==> run_1/density.png <==
The die is cut into 7 by 7 equal tiles; white is low, dark blue is high, 0 to 100% covered.
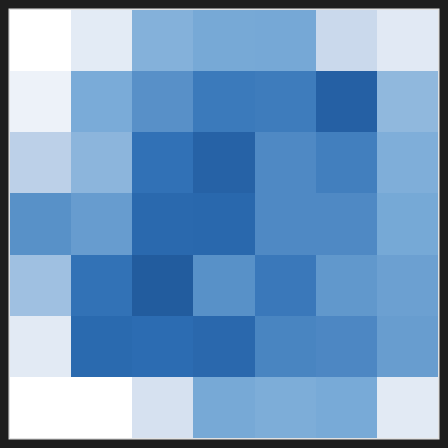
==> run_1/met1.png <==
Supply wires on this layer in grey.
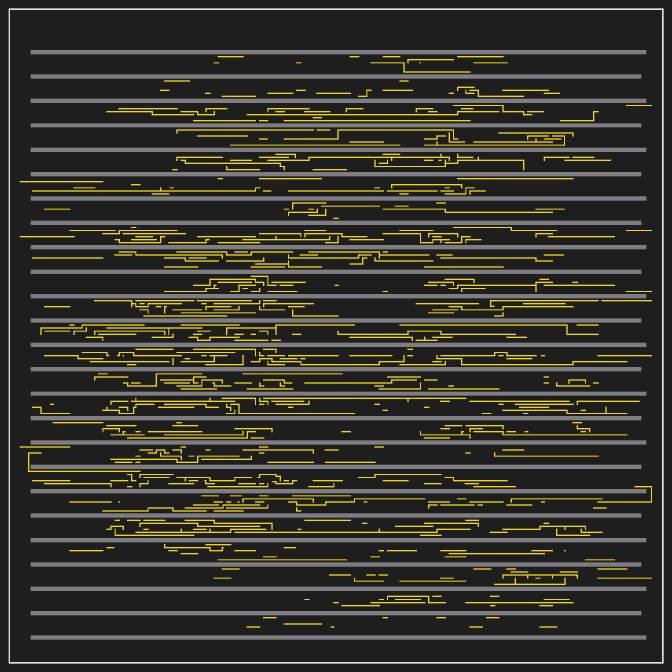
==> run_1/final_congestion.png <==
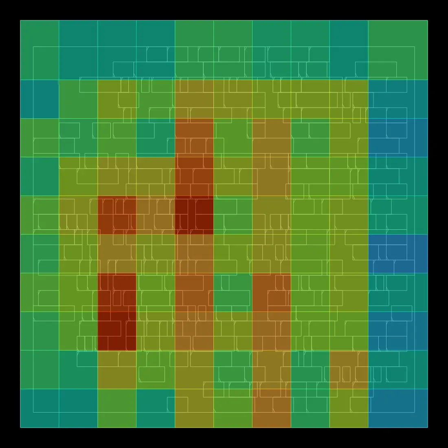
==> src/rtl/spi_master_ctrl.sv <==
// rtl/spi_master_ctrl.sv - SPI mode-0 master sequencing load/shift/load transactions
module spi_master_ctrl #(
  parameter int WIDTH   = 13,
  parameter int CLK_DIV = 4
) (
  input  logic             clk,
  input  logic             rst,
  input  logic             start,
  input  logic [WIDTH-1:0] tx_data,
  input  logic             miso,
  output logic             busy,
  output logic             done,
  output logic [WIDTH-1:0] rx_data,
  output logic             sclk,
  output logic             mosi,
  output logic             load
);

  localparam int DIV_W = $clog2(CLK_DIV + 1);
  localparam int CNT_W = $clog2(WIDTH + 1);
  localparam logic [DIV_W-1:0] DIV_MAX = DIV_W'(CLK_DIV - 1);
  localparam logic [CNT_W-1:0] BITS    = CNT_W'(WIDTH);

  typedef enum logic [2:0] {S_IDLE, S_PRE, S_SHIFT, S_POST, S_DONE} state_t;

  state_t           state, state_d;
  logic [DIV_W-1:0] div_cnt, div_d;
  logic             phase, phase_d;
  logic [CNT_W-1:0] bit_cnt, bit_d;
  logic [WIDTH-1:0] tx_sr, tx_d, rx_sr, rx_sr_d, rx_data_d;
  logic             sclk_d, mosi_d, load_d, busy_d, done_d;
  logic             tick;

  assign tick = (div_cnt == '0);

  always_ff @(posedge clk) begin
    if (rst) begin
      state   <= S_IDLE;
      div_cnt <= '0;
      phase   <= 1'b0;
      bit_cnt <= '0;
      tx_sr   <= '0;
      rx_sr   <= '0;
      sclk    <= 1'b0;
      mosi    <= 1'b0;
      load    <= 1'b0;
      busy    <= 1'b0;
      done    <= 1'b0;
      rx_data <= '0;
    end else begin
      state   <= state_d;
      div_cnt <= div_d;
      phase   <= phase_d;
      bit_cnt <= bit_d;
      tx_sr   <= tx_d;
      rx_sr   <= rx_sr_d;
      sclk    <= sclk_d;
      mosi    <= mosi_d;
      load    <= load_d;
      busy    <= busy_d;
      done    <= done_d;
      rx_data <= rx_data_d;
    end
  end

  always_comb begin
    state_d = state;
    case (state)
      S_IDLE:  if (start) state_d = S_PRE;
      S_PRE:   if (tick && phase) state_d = S_SHIFT;
      S_SHIFT: if (tick && phase && bit_cnt == BITS) state_d = S_POST;
      S_POST:  if (tick && phase) state_d = S_DONE;
      S_DONE:  state_d = S_IDLE;
      default: state_d = S_IDLE;
    endcase
  end

  // Each state is two halves (phase 0/1) of CLK_DIV cycles; the divider reloads at every half boundary.
  always_comb begin
    div_d     = div_cnt;
    phase_d   = phase;
    bit_d     = bit_cnt;
    tx_d      = tx_sr;
    rx_sr_d   = rx_sr;
    sclk_d    = sclk;
    mosi_d    = mosi;
    load_d    = load;
    busy_d    = busy;
    done_d    = 1'b0;
    rx_data_d = rx_data;
    if (state != S_IDLE && state != S_DONE) begin
      div_d = tick ? DIV_MAX : div_cnt - DIV_W'(1);
      if (tick) phase_d = ~phase;
    end
    case (state)
      S_IDLE: begin
        if (start) begin
          tx_d    = tx_data;
          mosi_d  = tx_data[WIDTH-1];
          load_d  = 1'b1;
          busy_d  = 1'b1;
          div_d   = DIV_MAX;
          phase_d = 1'b0;
          bit_d   = '0;
        end
      end
      S_PRE: begin
        if (tick) begin
          if (!phase) begin
            load_d = 1'b0;
          end else begin
            sclk_d  = 1'b1;
            rx_sr_d = {rx_sr[WIDTH-2:0], miso};
          end
        end
      end
      S_SHIFT: begin
        if (tick) begin
          if (!phase) begin
            sclk_d = 1'b0;
            tx_d   = {tx_sr[WIDTH-2:0], 1'b0};
            mosi_d = tx_sr[WIDTH-2];
            bit_d  = bit_cnt + CNT_W'(1);
          end else if (bit_cnt == BITS) begin
            load_d = 1'b1;
          end else begin
            sclk_d  = 1'b1;
            rx_sr_d = {rx_sr[WIDTH-2:0], miso};
          end
        end
      end
      S_POST: begin
        if (tick) begin
          if (!phase) begin
            load_d = 1'b0;
          end else begin
            done_d    = 1'b1;
            rx_data_d = rx_sr;
            busy_d    = 1'b0;
          end
        end
      end
      default: ;
    endcase
  end

endmodule
==> config.mk <==
export PLATFORM = sky130hd
export DESIGN_NAME = spi_master_ctrl
export DESIGN_NICKNAME = d
export VERILOG_FILES = /design/src/rtl/spi_master_ctrl.sv
export SDC_FILE = /design/constraint.sdc
export NUM_CORES = 1
export LEC_CHECK = 0
export ABC_CLOCK_PERIOD_IN_PS = 4800
export CAP_MARGIN = 20
export CORE_MARGIN = 2
export CORE_UTILIZATION = 50
export DETAILED_ROUTE_END_ITERATION = 10
export PLACE_DENSITY_LB_ADDON = 0.25
export SETUP_SLACK_MARGIN = 0.1
export SLEW_MARGIN = 30
export SYNTH_ARGS = -nofsm -noshare
export SYNTH_HDL_FRONTEND = slang
export SYNTH_SLANG_ARGS = --single-unit
==> constraint.sdc <==
create_clock -name clk -period 4.8 [get_ports clk]
set_input_delay 0.48 -clock clk [delete_from_list [all_inputs] [get_ports clk]]
set_output_delay 0.48 -clock clk [all_outputs]
set_load 0.01 [all_outputs]
==> results_slide.txt, run 1 <==
Physical Implementation Snapshot

Synthesis
  – Main area contributors: dfxtp_1 46%, mux2i_1 11%, nor2_1 5.9%
  – Area leader, netlist: dfxtp_1
  – Most frequent cell after synthesis: dfxtp_1
  – Area leader share: 0.458
  – Floorplan Nets: 246
  – Seq share, synth: 0.458
  – EDFF count, synth: 0
  – Post-Syn Area: 2360 um^2
  – Library cells used by synthesis: 47
  – Mapped Cells: 225
  – Synth Register Bits: 54
  – Async SR Flop Fraction: 0
  – Mean Syn Cell Area: 10.5 um^2

Final timing
  – Final Setup Violations: 0
  – Worst Skew: 0.0129 ns
  – Achievable clock frequency: 0.424 GHz
  – RSZ-0062 raised after global routing: no
  – Tightest Pin Transition: 0.826 ns
  – Worst Hold Slack: 0.496 ns
  – Fin crit share: 0.491
  – Setup TNS: 0 ns
  – PnR worst setup slack: 2.44 ns

Route
  – Total Wirelength: 4.20 mm
  – Remaining DRCs: 0
  – Per-cell routed wire length: 13.7 um
  – Antenna-violating nets left: 0
  – Vias: 1663

Power and ir drop
  – Total Power: 0.833 mW
  – Switching share of power: 0.262
  – Cell Int Power: 0.614 mW
  – Register share of total power: 0.571

Layout
  – Comb_multi_in: 152
  – Top cells excl fill/tap: 54 x dfxtp_1, 37 x nor2_1, 34 x clkdlybuf4s50_1
  – Share of layout cells above drive strength 1: 0.106
  – Reg area: 1080 um^2
  – ClkCell Share: 0.0356
  – Bufs w/o clock: 35
  – Layout fillers: 398
  – Synth-to-Final Area Change: 16.1%
  – N_diodes: 0
  – Inverters excl. clock: 5
  – Top cell excl fill/tap: dfxtp_1
  – Buffer share of cell area: 0.127

Critical path
  – WP depth: 5
  – Cell Chain, Critical Path: clkdlybuf4s50_1, buf_4, a211oi_1, or2_4, a22o_1
  – Worst-path fanout max: 22
  – Worst setup SP type: input pin
  – R2R Path End: bit_cnt[0]
  – Crit path DRT: 5.01 ns
  – Worst path top cell family by delay: buffers and inverters
  – Setup Crit Path Kind: in2reg
  – CP arrival: 2.57 ns
  – Crit-path slowest cell: clkdlybuf4s50_1

Job
  – Max-cap violation count: 0

Min path
  – Min-Delay Endpoint: rx_sr[0]
  – Hold path startpoint: rx_sr[0]
  – Worst hold path class: reg2reg

Clock network
  – Clock latency on the worst-skew pair: 0.31 ns
  – Worst-case clock buffer depth: 2
  – CTS tree: yes

Run status
  – Status: complete, no violations

Place
  – Placer Congestion: 0.795
  – Placed cell areas: 2640 um^2
  – Pre-CTS WS: 2.13 ns

Global route
  – Initial antenna violation count: 0

Floorplanning
  – Die Y: 72.7 um
Notes on density.png above:
tiles over 75% full: 16%
fullest tile: 82%
emptiest ninth of the die: north-west
densest ninth of the die: centre
mean over tiles: 51%

Notes on met1.png above:
nets with wire on the layer: 252
main direction: horizontal
wire length on this layer: 2210 um

Notes on final_congestion.png above:
met1 GRT Util: 0.253
gr usage total: 0.176

run 1: power groups by stage:
| stage | sequential [mW] | combinational [mW] | clock, mW |
|---|---|---|---|
| floorplan | 0.481 | 0.0716 | 0 |
| detailed placement | 0.486 | 0.0904 | 0 |
| global route | 0.478 | 0.102 | 0.294 |
| global placement | 0.486 | 0.0893 | 0 |
| finish | 0.476 | 0.0904 | 0.267 |
| CTS | 0.476 | 0.0910 | 0.277 |
run 1: cell families after synthesis:
kind of cell	share of synthesized area
compound gates	0.161
mux	0.106
buf+inv	0.0636
simple gates	0.175
flops	0.458
xor+xnor	0.0148
fa+ha+maj	0.0212
run 1: layer usage:
layer  routed length [um]  up-vias  GRT usage
met5                    0        -          0
met4                   83        0     0.0782
met3                  154        8     0.0401
met2                 1750       35      0.251
met1                 2210      752      0.253
li1                     -      868          -
==> run 2: changes to the inputs <==
Settings changed: ABC_CLOCK_PERIOD_IN_PS 4800 to 2070, CORE_UTILIZATION 50 to 48.
Clock period 4.8 ns to 2.07 ns, I/O delays scaled along.
==> results_slide.txt, run 2 <==
Physical Implementation Snapshot

Final timing
  – Worst Hold Slack: 0.493 ns (-0.00350 ns)
  – Setup TNS: 0 ns (unchanged)
  – RSZ-0062 raised after global routing: no
  – Achievable clock frequency: 0.555 GHz
  – Worst Skew: 0.00267 ns (-0.0102 ns)
  – Final Setup Violations: 0 (unchanged)
  – Tightest Pin Transition: 0.701 ns (-0.124 ns)
  – PnR worst setup slack: 0.268 ns (-2.17 ns)
  – Fin crit share: 0.871
  – Worst slew margin: 0.530

Clock network
  – Clock sinks: 54
  – Worst-case clock buffer depth: 2 (unchanged)
  – Post-CTS Hold Buffers: 0
  – Clock latency on the worst-skew pair: 0.31 ns (about the same)
  – H-tree levels: 2
  – Post-CTS Resized: 0
  – CTS tree: yes
  – Clock root cell: clkbuf_8
  – CTS Buf Count: 5
  – Worst-path clk slew: 0.10 ns

Synthesis
  – Synth Register Bits: 54 (unchanged)
  – Area leader share: 0.458 (unchanged)
  – Area leader, netlist: dfxtp_1
  – Mapped Cells: 225 (unchanged)
  – Mean Syn Cell Area: 10.5 um^2 (unchanged)
  – Top cells by count: 54 x dfxtp_1, 37 x nor2_1, 25 x mux2i_1
  – Main area contributors: dfxtp_1 46%, mux2i_1 11%, nor2_1 5.9%
  – Seq share, synth: 0.458 (unchanged)
  – Post-Syn Area: 2360 um^2 (unchanged)
  – Async SR Flop Fraction: 0 (unchanged)
  – Floorplan Nets: 246 (unchanged)
  – EDFF count, synth: 0 (unchanged)
  – Library cells used by synthesis: 47 (unchanged)
  – Chip area in the Yosys report: 2360 um^2
  – Commonest flop: dfxtp_1
  – Most frequent cell after synthesis: dfxtp_1
  – Yosys warns: 0

Floorplanning
  – Starting Density: 0.500
  – # IOs: 35
  – Die Y: 74.1 um (+1.9%)
  – Row cnt: 25
  – Core Footprint: 4720 um^2

Critical path
  – WP depth: 5 (unchanged)
  – Max incr delay on CP: 0.61 ns
  – Critical R2R Launch: div_cnt[0]
  – CP Launch Point: div_cnt[0]
  – CP arrival: 2.06 ns (-0.51 ns)
  – Crit-path slowest cell: nor3b_2
  – Buffers & Inverters on Critical Path: 1
  – Setup Crit Path Kind: reg2reg
  – R2R cell count: 5
  – Crit path DRT: 2.33 ns (-2.68 ns)
  – Worst-path fanout max: 12 (-45%)
  – CP endpoint kind: flop
  – Worst path top cell family by delay: simple AND/OR/NAND/NOR gates
  – R2R Path End: rx_sr[6]
  – Worst setup SP type: flop
  – Cell Chain, Critical Path: inv_1, ha_1, and4bb_1, nor3b_2, a22o_1

Global route
  – Initial antenna violation count: 0 (unchanged)
  – Vias in the first global route: 1592
  – Most Used Layer, Global Route: met2
  – Grt met3 use: 0.0420 (+0.00195)
  – Gr usage total: 0.181 (+0.00557)
  – Grt met2 use: 0.264 (+0.0134)
  – Pin count of the biggest net entering global routing: 26
  – Global-route wire length before repair: 7.59 mm

Layout
  – Top cells excl fill/tap: 54 x dfxtp_1, 37 x nor2_1, 34 x clkdlybuf4s50_1
  – Utilization after layout: 0.597
  – N_diodes: 0 (unchanged)
  – Fin nets: 280
  – Reg area: 1080 um^2 (unchanged)
  – Synth-to-Final Area Change: 19.6%
  – Share of layout cells above drive strength 1: 0.127 (+0.0206)
  – Top cell excl fill/tap: dfxtp_1
  – Final Cell Area: 2820 um^2
  – Largest regs: rx_data x13, rx_sr x13, tx_sr x12
  – Layout fillers: 411 (+3.3%)

Min path
  – Min-Delay Endpoint: rx_sr[0]
  – Worst hold path class: in2reg
  – Hold path startpoint: miso

Place
  – Placed cell areas: 2710 um^2 (+2.4%)
  – Pre-CTS WS: 0.308 ns (-1.82 ns)
  – Placer Congestion: 0.810 (+1.9%)
  – I/O Buffers: 34

Job
  – Max-cap violation count: 0 (unchanged)
  – Log Warnings: 28

Power and ir drop
  – Combinational power share: 0.108
  – Clock network power: 0.731 mW (+170%)
  – Biggest consumer: registers
  – Switching share of power: 0.247 (-0.0153)
  – Register share of total power: 0.536 (-0.035)
  – Maximum VDD drop: 0.432 mV
  – Clock share of power: 0.356
  – PD cells: 727 nW/um^2
  – P_seq: 1.10 mW (+130%)
  – Net Sw Power: 0.506 mW
  – P_leak: 0.994 nW
  – Combinational power: 0.221 mW (+140%)
  – Cell Int Power: 1.55 mW (+150%)
  – Total Power: 2.05 mW (+150%)

Route
  – WL met1: 2.15 mm (-2.9%)
  – Drt first-iter violations: 91
  – Max Used Layer: met4
  – Vias: 1683 (+1.2%)
  – Total Wirelength: 4.35 mm (+3.4%)
  – Met3 Wirelength: 209 um (+36%)
  – Remaining DRCs: 0 (unchanged)
  – Vias per std cell: 5.15
  – Antenna-violating nets left: 0 (unchanged)
  – Met2 wire length: 1.91 mm (+9.1%)

Run status
  – Status: complete, no violations
## run 2: cell counts after synthesis
No cell type changed its count.
## run 2: cell type report
| cell class | instances | share of cell area |
|---|---|---|
| clock buffer | 5 | 0.0244 |
| multi-input combinational | 152 | 0.400 |
| clock inverter | 3 | 0.0169 |
| tap | 67 | 0.0297 |
| sequential | 54 | 0.383 |
| timing repair buffer | 41 | 0.139 |
| inverter | 5 | 0.00665 |
## run 2: logic make-up (layout without fill, tap and decap cells)
group / after synthesis / count (layout) / synth area share
XOR/XNOR: 4 / 4 / 0.0148
AND/OR/NAND/NOR: 74 / 74 / 0.175
flip-flops: 54 / 54 / 0.458
AND-OR/OR-AND: 45 / 45 / 0.161
multiplexers: 25 / 25 / 0.106
adder cells (fa/ha/maj): 4 / 4 / 0.0212
buffers and inverters: 19 / 54 / 0.0636
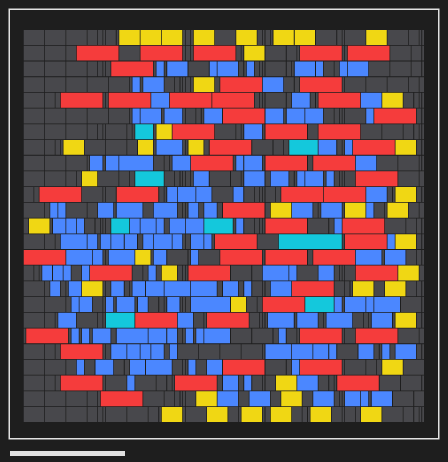
(run_2/cell_classes.png)
Scale bar: 20 um. Fill, decap, tap and diode cells in grey.
[flip-flops] red | cells: 54 | share of their area: 39%
[clock drivers and dummy loads] cyan | cells: 8 | share of their area: 4.3%
[other buffers and delay cells] yellow | cells: 41 | share of their area: 14%
[all other logic] blue | cells: 157 | share of their area: 42%

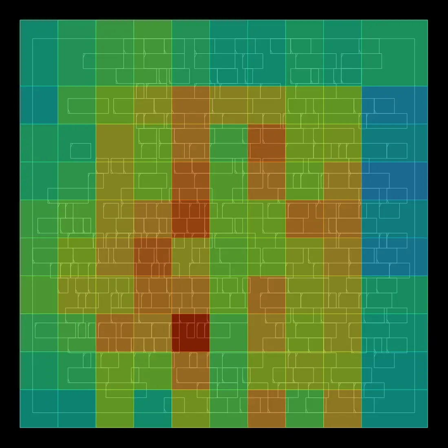
(run_2/final_congestion.png)
per-cell routed wire length: 13.3 um
met1 GRT Util: 0.259

==> run 3: changes to the inputs <==
Settings changed: CAP_MARGIN 20 to 0, CORE_ASPECT_RATIO set to 0.8, HOLD_SLACK_MARGIN set to 0.06.
==> results_slide.txt, run 3 <==
Physical Implementation Snapshot

Floorplanning
  – Row cnt: 22 (-12%)
  – Starting Density: 0.507 (+0.00766)
  – N_taps: 60 (-10%)
  – # IOs: 35 (unchanged)
  – Die Y: 66.7 um (-10%)

Global route
  – Global-route wire length before repair: 7.27 mm (-4.3%)
  – Grt met2 use: 0.261 (-0.00280)
  – Met1 GRT Util: 0.241 (-0.0183)
  – Gr usage total: 0.175 (-0.00682)
  – Vias in the first global route: 1574 (-1.1%)
  – Most Used Layer, Global Route: met2
  – Grt met3 use: 0.0447 (+0.00271)

Layout
  – Layout clock buffers: 6 (+1)
  – Synth-to-Final Area Change: 17.3%
  – Buffer share of cell area: 0.137 (-0.00272)
  – Inverters excl. clock: 5 (unchanged)
  – Registers: 54 (unchanged)
  – Top cell excl fill/tap: dfxtp_1
  – N_diodes: 0 (unchanged)
  – Final Cell Area: 2770 um^2 (-1.9%)
  – Leading cell kind: multi-input combinational cells
  – Share of layout cells above drive strength 1: 0.113 (-0.0141)

Power and ir drop
  – Switching share of power: 0.249 (+0.00232)
  – Combinational power share: 0.118 (+0.010)
  – Net Sw Power: 0.467 mW (-7.7%)
  – Clock share of power: 0.296 (-0.060)
  – Clock network power: 0.555 mW (-24%)
  – Cell Int Power: 1.41 mW (-8.8%)
  – P_seq: 1.10 mW (about the same)
  – Total Power: 1.88 mW (-8.6%)
  – P_leak: 0.970 nW (-2.4%)

Min path
  – Hold path startpoint: rx_sr[0]
  – Worst hold path class: reg2reg

Synthesis
  – Area leader share: 0.458 (unchanged)
  – Seq share, synth: 0.458 (unchanged)
  – Post-Syn Area: 2360 um^2 (unchanged)
  – Commonest flop: dfxtp_1
  – Floorplan Nets: 246 (unchanged)
  – Top cells by count: 54 x dfxtp_1, 37 x nor2_1, 25 x mux2i_1
  – Area leader, netlist: dfxtp_1

Route
  – Met2 wire length: 1.84 mm (-3.9%)
  – WL met1: 2.21 mm (+2.9%)
  – Per-cell routed wire length: 13.6 um (+2.2%)
  – Drt first-iter violations: 114 (+25%)
  – Max Used Layer: met4
  – Met3 Wirelength: 194 um (-7.2%)
  – Antenna-violating nets left: 0 (unchanged)

Clock network
  – Post-CTS Resized: 0 (unchanged)
  – CTS tree: yes
  – Clock latency on the worst-skew pair: 0.30 ns (about the same)
  – Clock sinks: 54 (unchanged)
  – H-tree levels: 2 (unchanged)
  – Clock root cell: clkbuf_8

Critical path
  – Worst setup SP type: flop
  – R2R Path End: tx_sr[7]
  – CP endpoint kind: flop
  – R2R cell count: 6 (+1)
  – CP Launch Point: div_cnt[0]
  – Setup Crit Path Kind: reg2reg
  – Crit-path slowest cell: dfxtp_1
  – Crit path DRT: 2.27 ns (-0.06 ns)
  – Worst path top cell family by delay: AND-OR/OR-AND gates
  – WP depth: 6 (+1)

Final timing
  – Worst Hold Slack: 0.489 ns (-0.00377 ns)
  – RSZ-0062 raised after global routing: no
  – PnR worst setup slack: 0.322 ns (+0.0543 ns)

Run status
  – Status: complete, no violations

Job
  – Log Warnings: 28 (unchanged)

Place
  – Pre-CTS WS: 0.254 ns (-0.0542 ns)
-- run 3: logic make-up after synthesis --
group                    count (synthesis)  synth area share
buffers and inverters                   19            0.0636
adder cells (fa/ha/maj)                  4            0.0212
XOR/XNOR                                 4            0.0148
multiplexers                            25             0.106
flip-flops                              54             0.458
AND-OR/OR-AND                           45             0.161
AND/OR/NAND/NOR                         74             0.175
-- run 3: worst register-to-register path: stages (launching register included) --
cell and delay, ns:
dfxtp_1 0.33, inv_1 0.08, ha_1 0.24, and4bb_2 0.31
o21a_4 0.32, nor2_1 0.09, a211oi_1 0.27
-- run 3: per-stage QoR --
stage / instances / utilization
4_1_cts: 317 / 0.594
5_1_grt: 317 / 0.595
2_1_floorplan: 225 / -
3_5_place_dp: 310 / 0.576
6_report: 317 / 0.595
3_3_place_gp: 310 / 0.576
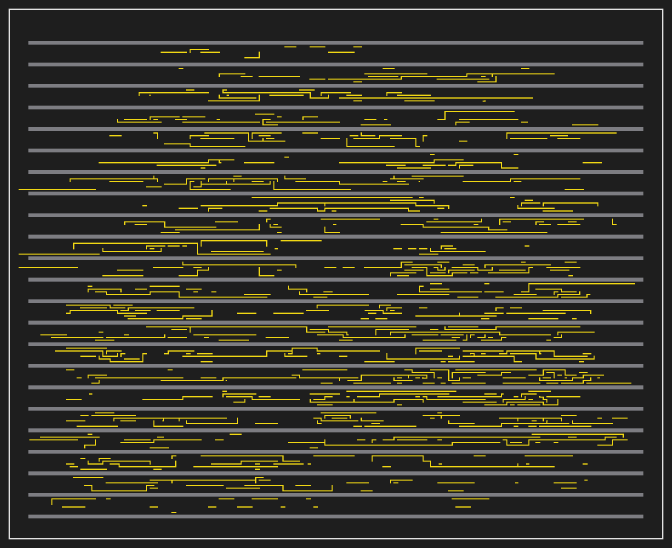
(run_3/met1.png)
Supply wires on this layer in grey.
nets with wire on the layer: 256
wire length on this layer: 2210 um

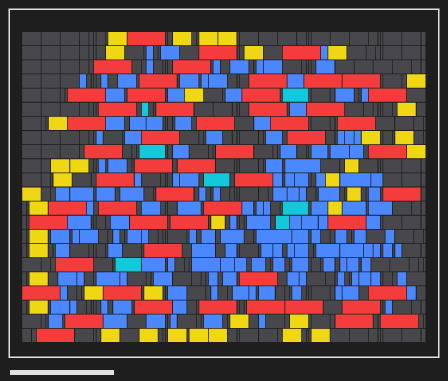
(run_3/cell_classes.png)
Scale bar: 20 um. Fill, decap, tap and diode cells in grey.
[other buffers and delay cells] yellow | cells: 39 | share of their area: 14%
[clock drivers and dummy loads] cyan | cells: 7 | share of their area: 3.0%
[all other logic] blue | cells: 157 | share of their area: 43%
[flip-flops] red | cells: 54 | share of their area: 40%

Power figures rest on the tool's default switching activity, not on a simulated workload.
